## config.mk

```make
export PLATFORM = sky130hd
export DESIGN_NAME = pll_reconfig_sequencer
export DESIGN_NICKNAME = d
export VERILOG_FILES = /design/src/rtl/pll_ctl_pkg.sv /design/src/rtl/pll_lock_monitor.sv /design/src/rtl/pll_reconfig_sequencer.sv
export SDC_FILE = /design/constraint.sdc
export NUM_CORES = 1
export LEC_CHECK = 0
export CORE_UTILIZATION = 54
export CTS_CLUSTER_DIAMETER = 100
export DETAILED_ROUTE_END_ITERATION = 6
export GPL_TIMING_DRIVEN = 0
export MAX_ROUTING_LAYER = met4
export PLACE_DENSITY_LB_ADDON = 0.12
export SYNTH_ARGS = -nofsm -noshare
export SYNTH_HDL_FRONTEND = slang
export SYNTH_SLANG_ARGS = --single-unit
```

## constraint.sdc

```tcl
create_clock -name clock -period 3.23 [get_ports clock]
set_input_delay 0.646 -clock clock [delete_from_list [all_inputs] [get_ports clock]]
set_output_delay 0.646 -clock clock [all_outputs]
set_load 0.005 [all_outputs]
```

## src/rtl/pll_ctl_pkg.sv

```systemverilog
// Shared types for the PLL reconfiguration sequencer.
// States, result codes and the PLL_INTERFACE data packing.
package pll_ctl_pkg;

    typedef logic [7:0] factor_t;

    typedef enum logic [3:0] {
        INIT,
        IDLE,
        CHECK,
        WAIT_IDLE,
        TRIGGER,
        WAIT_BUSY,
        WAIT_DONE,
        WAIT_LOCK,
        FINISH
    } state_t;

    typedef enum logic [2:0] {
        ST_OK             = 3'd0,
        ST_BAD_FACTOR     = 3'd1,
        ST_BUSY_TIMEOUT   = 3'd2,
        ST_RECONF_TIMEOUT = 3'd3,
        ST_LOCK_TIMEOUT   = 3'd4,
        ST_LOCK_LOST      = 3'd5,
        ST_SKIPPED        = 3'd6
    } status_t;

    function automatic logic [15:0] pack_pll_data(
        input factor_t mult,
        input factor_t div
    );
        return {mult, div};
    endfunction

endpackage

```

## src/rtl/pll_lock_monitor.sv

```systemverilog
// Synchronizes the asynchronous PLL lock and counts consecutive
// locked cycles; settled holds once the count reaches SETTLE_CYCLES.
module pll_lock_monitor #(
    parameter int unsigned SETTLE_CYCLES = 16
) (
    input  logic clock,
    input  logic reset,
    input  logic lock_async_i,
    input  logic clear_i,
    output logic lock_s_o,
    output logic settled_o
);

    localparam logic [15:0] SettleMax = 16'(SETTLE_CYCLES);

    logic        sync1_q;
    logic        sync2_q;
    logic [15:0] cnt_q;
    logic [15:0] cnt_d;

    always_comb begin
        cnt_d = cnt_q;
        if (clear_i || !sync2_q) begin
            cnt_d = '0;
        end else if (cnt_q != SettleMax) begin
            cnt_d = cnt_q + 16'd1;
        end
    end

    always_ff @(posedge clock) begin
        if (reset) begin
            sync1_q <= 1'b0;
            sync2_q <= 1'b0;
            cnt_q   <= '0;
        end else begin
            sync1_q <= lock_async_i;
            sync2_q <= sync1_q;
            cnt_q   <= cnt_d;
        end
    end

    assign lock_s_o  = sync2_q;
    assign settled_o = (cnt_q == SettleMax);

endmodule

```

## src/rtl/pll_reconfig_sequencer.sv

```systemverilog
// Run-time PLL reconfiguration sequencer: validates a mult/div request,
// drives the trigger/busy handshake and holds c0 consumers until relock.
module pll_reconfig_sequencer
    import pll_ctl_pkg::*;
#(
    parameter int unsigned TRIGGER_CYCLES = 5,
    parameter int unsigned BUSY_TIMEOUT   = 1024,
    parameter int unsigned RECONF_TIMEOUT = 65535,
    parameter int unsigned LOCK_TIMEOUT   = 4096,
    parameter int unsigned SETTLE_CYCLES  = 16,
    parameter factor_t     INIT_MULT      = 8'd1,
    parameter factor_t     INIT_DIV       = 8'd1
) (
    input  logic        clock,
    input  logic        reset,
    input  logic        req_valid,
    output logic        req_ready,
    input  logic [7:0]  req_mult,
    input  logic [7:0]  req_div,
    output logic [15:0] pll_data,
    output logic        pll_trigger,
    input  logic        pll_busy,
    input  logic        pll_locked,
    output logic        clk_hold,
    output logic        done,
    output logic        error,
    output logic [2:0]  status,
    output logic [7:0]  cur_mult,
    output logic [7:0]  cur_div
);

    localparam logic [15:0] TrigLast   = 16'(TRIGGER_CYCLES - 1);
    localparam logic [15:0] BusyLast   = 16'(BUSY_TIMEOUT - 1);
    localparam logic [15:0] ReconfLast = 16'(RECONF_TIMEOUT - 1);
    localparam logic [15:0] LockLast   = 16'(LOCK_TIMEOUT - 1);

    state_t      state_q, state_d;
    status_t     status_q, status_d;
    logic [15:0] timer_q, timer_d;
    logic [15:0] data_q, data_d;
    factor_t     cur_mult_q, cur_mult_d;
    factor_t     cur_div_q, cur_div_d;
    logic        seen_busy_q, seen_busy_d;
    logic        done_q, done_d;
    logic        error_q, error_d;
    logic        trig_q, trig_d;
    logic        hold_q, hold_d;

    logic        lock_s;
    logic        settled;
    logic        state_change;
    logic [15:0] cur_data;

    assign state_change = (state_d != state_q);
    assign cur_data     = pack_pll_data(cur_mult_q, cur_div_q);

    pll_lock_monitor #(
        .SETTLE_CYCLES(SETTLE_CYCLES)
    ) u_lock_mon (
        .clock       (clock),
        .reset       (reset),
        .lock_async_i(pll_locked),
        .clear_i     (state_change),
        .lock_s_o    (lock_s),
        .settled_o   (settled)
    );

    always_ff @(posedge clock) begin
        if (reset) begin
            state_q     <= INIT;
            status_q    <= ST_OK;
            timer_q     <= '0;
            data_q      <= pack_pll_data(INIT_MULT, INIT_DIV);
            cur_mult_q  <= INIT_MULT;
            cur_div_q   <= INIT_DIV;
            seen_busy_q <= 1'b0;
            done_q      <= 1'b0;
            error_q     <= 1'b0;
            trig_q      <= 1'b0;
            hold_q      <= 1'b1;
        end else begin
            state_q     <= state_d;
            status_q    <= status_d;
            timer_q     <= timer_d;
            data_q      <= data_d;
            cur_mult_q  <= cur_mult_d;
            cur_div_q   <= cur_div_d;
            seen_busy_q <= seen_busy_d;
            done_q      <= done_d;
            error_q     <= error_d;
            trig_q      <= trig_d;
            hold_q      <= hold_d;
        end
    end

    always_comb begin
        state_d    = state_q;
        status_d   = status_q;
        data_d     = data_q;
        cur_mult_d = cur_mult_q;
        cur_div_d  = cur_div_q;
        done_d     = 1'b0;
        error_d    = 1'b0;
        unique case (state_q)
            INIT: begin
                if (settled) state_d = IDLE;
            end
            IDLE: begin
                if (!lock_s) begin
                    state_d  = INIT;
                    error_d  = 1'b1;
                    status_d = ST_LOCK_LOST;
                end else if (req_valid) begin
                    data_d  = pack_pll_data(req_mult, req_div);
                    state_d = CHECK;
                end
            end
            CHECK: begin
                if (data_q[15:8] == 8'd0 || data_q[7:0] == 8'd0) begin
                    data_d   = cur_data;
                    done_d   = 1'b1;
                    error_d  = 1'b1;
                    status_d = ST_BAD_FACTOR;
                    state_d  = IDLE;
                end else if (data_q == cur_data) begin
                    done_d   = 1'b1;
                    status_d = ST_SKIPPED;
                    state_d  = IDLE;
                end else begin
                    state_d = WAIT_IDLE;
                end
            end
            WAIT_IDLE: begin
                if (!pll_busy) begin
                    state_d = TRIGGER;
                end else if (timer_q >= BusyLast) begin
                    done_d   = 1'b1;
                    error_d  = 1'b1;
                    status_d = ST_BUSY_TIMEOUT;
                    state_d  = INIT;
                end
            end
            TRIGGER: begin
                if (timer_q == TrigLast) state_d = WAIT_BUSY;
            end
            WAIT_BUSY: begin
                if (pll_busy || seen_busy_q) begin
                    state_d = WAIT_DONE;
                end else if (timer_q >= BusyLast) begin
                    done_d   = 1'b1;
                    error_d  = 1'b1;
                    status_d = ST_BUSY_TIMEOUT;
                    state_d  = INIT;
                end
            end
            WAIT_DONE: begin
                if (!pll_busy) begin
                    state_d = WAIT_LOCK;
                end else if (timer_q >= ReconfLast) begin
                    done_d   = 1'b1;
                    error_d  = 1'b1;
                    status_d = ST_RECONF_TIMEOUT;
                    state_d  = INIT;
                end
            end
            WAIT_LOCK: begin
                if (settled) begin
                    state_d = FINISH;
                end else if (timer_q >= LockLast) begin
                    done_d   = 1'b1;
                    error_d  = 1'b1;
                    status_d = ST_LOCK_TIMEOUT;
                    state_d  = INIT;
                end
            end
            FINISH: begin
                cur_mult_d = data_q[15:8];
                cur_div_d  = data_q[7:0];
                done_d     = 1'b1;
                status_d   = ST_OK;
                state_d    = IDLE;
            end
            default: state_d = INIT;
        endcase
    end

    // The busy timer runs from trigger rise, so it survives TRIGGER -> WAIT_BUSY.
    always_comb begin
        timer_d = timer_q;
        if (state_change && state_d != WAIT_BUSY) begin
            timer_d = '0;
        end else if (timer_q != 16'hFFFF) begin
            timer_d = timer_q + 16'd1;
        end
        seen_busy_d = (state_q == TRIGGER) && (seen_busy_q || pll_busy);
        trig_d      = (state_d == TRIGGER);
        hold_d      = !(state_d == IDLE || state_d == CHECK);
    end

    assign req_ready   = (state_q == IDLE) && lock_s;
    assign pll_data    = data_q;
    assign pll_trigger = trig_q;
    assign clk_hold    = hold_q;
    assign done        = done_q;
    assign error       = error_q;
    assign status      = status_q;
    assign cur_mult    = cur_mult_q;
    assign cur_div     = cur_div_q;

endmodule

```

### Where the registers sit

Other sequential cells in the stronger grey, the rest of the logic in the fainter grey.
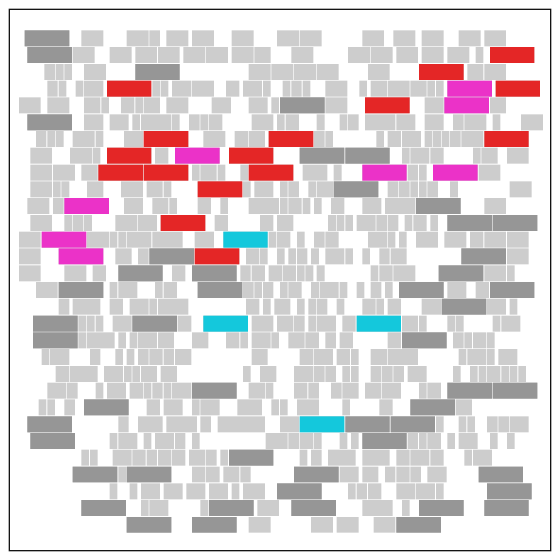
Cyan is state_q, placed flops 4, where centre. Magenta is cur_div, placed flops 8. Red is pll_data, placed flops 16.
sequential power: 0.972 mW
final core occ: 0.695
sequential share of cell area: 0.323

### Port wiring

Bar = 20 um.
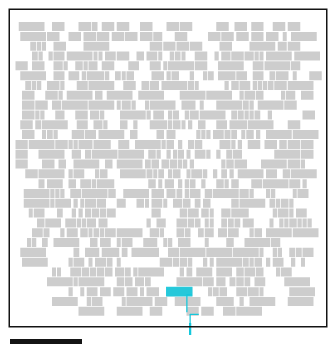
Cyan is pll_trigger, bits 1, direction output, edge bottom, end cells 1, wire 11.3 um.

### Metal 2

Bar = 20 um.
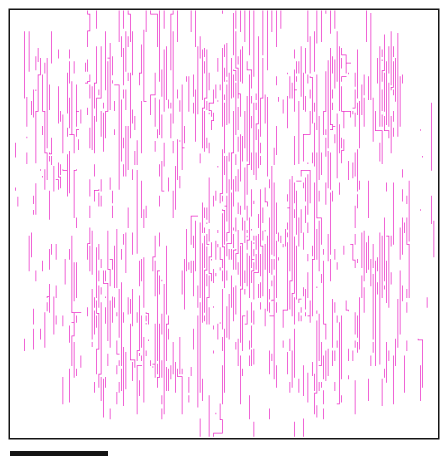
The longest straight run is 26.9 um. The wires run mostly vertical.

==> reports/metrics.yaml <==
synthMuxAreaShare: 0.0487
status: "complete, no violations"
grtUsageMet2: 0.408
grt_pass1_wl_um: 15600
inverters_excl_clock: 12
cts_sinks: 78
vdd_drop_max_uv: 223
setup_viol: 0
routed.top_layer: "met4"
yosys.area_share.aoi: 0.140
fa_ha_area_frac: 0.0158
grt-busiest-layer: "met2"
grt.overflow.total: 0
tns_ns: 0
fp_util: 0.569
yosysUniqueCellTypes: 52
io_pins: 61
power_density_nw_per_um2: 343
period_minus_slack_ns: 2.99
syn2layout_area_growth_pct: 22.2
cts_resized: 0
lay_top_cells: "78 x dfxtp_1, 72 x nor2_1, 60 x clkdlybuf4s50_1"
netlist_instances: 481
mostFrequentLayoutCell: "dfxtp_1"
place_congestion: 1.00
use_met3: 0.0311
nonClkBufAreaFrac: 0.146
grt_usage: 0.268
place_ws_ns: 0.260
die_h_um: 87.6
clkCellAreaFrac: 0.0321
grt_max_degree: 13
synthDominantCellAreaShare: 0.395
cts_tree: "built"
numCtsBuffers: 9
critPathLaunchType: "flop"
wirelength_um: 9700
synth-edff-count: 0
nets: 578
min-delay-start: "u_lock_mon.sync1_q"
finalPower_mw: 1.65
cpPeakStageDelay_ns: 0.77
setup_ws_ns: 0.238
worstSetupPathType: "reg -> reg"
worst_path_max_delay_cell: "nor2_1"
dp_hpwl_um: 7140
gr-usage-met1: 0.356
nClkBuffers: 10
numSynthFlops: 78
### Signal wires by layer

Two of the layers only.
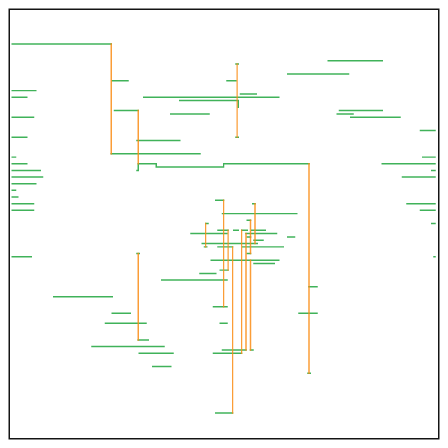
Orange is M4, wire length 260 um. Green is M3, wire length 453 um.
drt wl/cell: 14.9 um
vias after detailed routing: 3722

### Cell outlines without signal wires

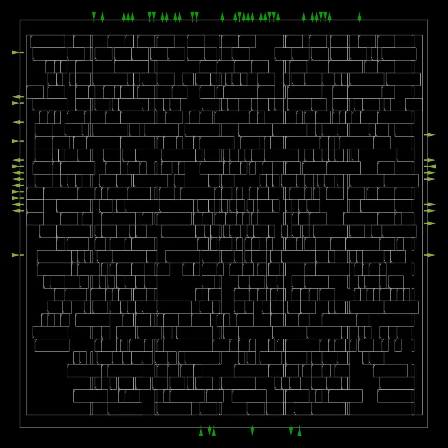
Fillers: 585
number of well taps: 96
Flops: 78
row count: 30
Core ar.: 6940 sq um

## registers in the layout, indices dropped and copies added (netlist names)
| register | count |
|---|---|
| u_lock_mon.cnt_q | 16 |
| u_lock_mon.sync1_q | 1 |
| error | 1 |
| clk_hold | 1 |
| cur_mult | 8 |
| pll_trigger | 1 |
| status | 3 |
| pll_data | 16 |
| cur_div | 8 |
| done | 1 |
| state_q | 4 |
| u_lock_mon.lock_s_o | 1 |
| timer_q | 16 |
| seen_busy_q | 1 |
## report_power, final
part,switching [mW],internal (mW)
clock,0.337,0.269
combinational,0.0365,0.0389
sequential,0.00643,0.966
total,0.380,1.27
Power is estimated from default activity; no workload was simulated.
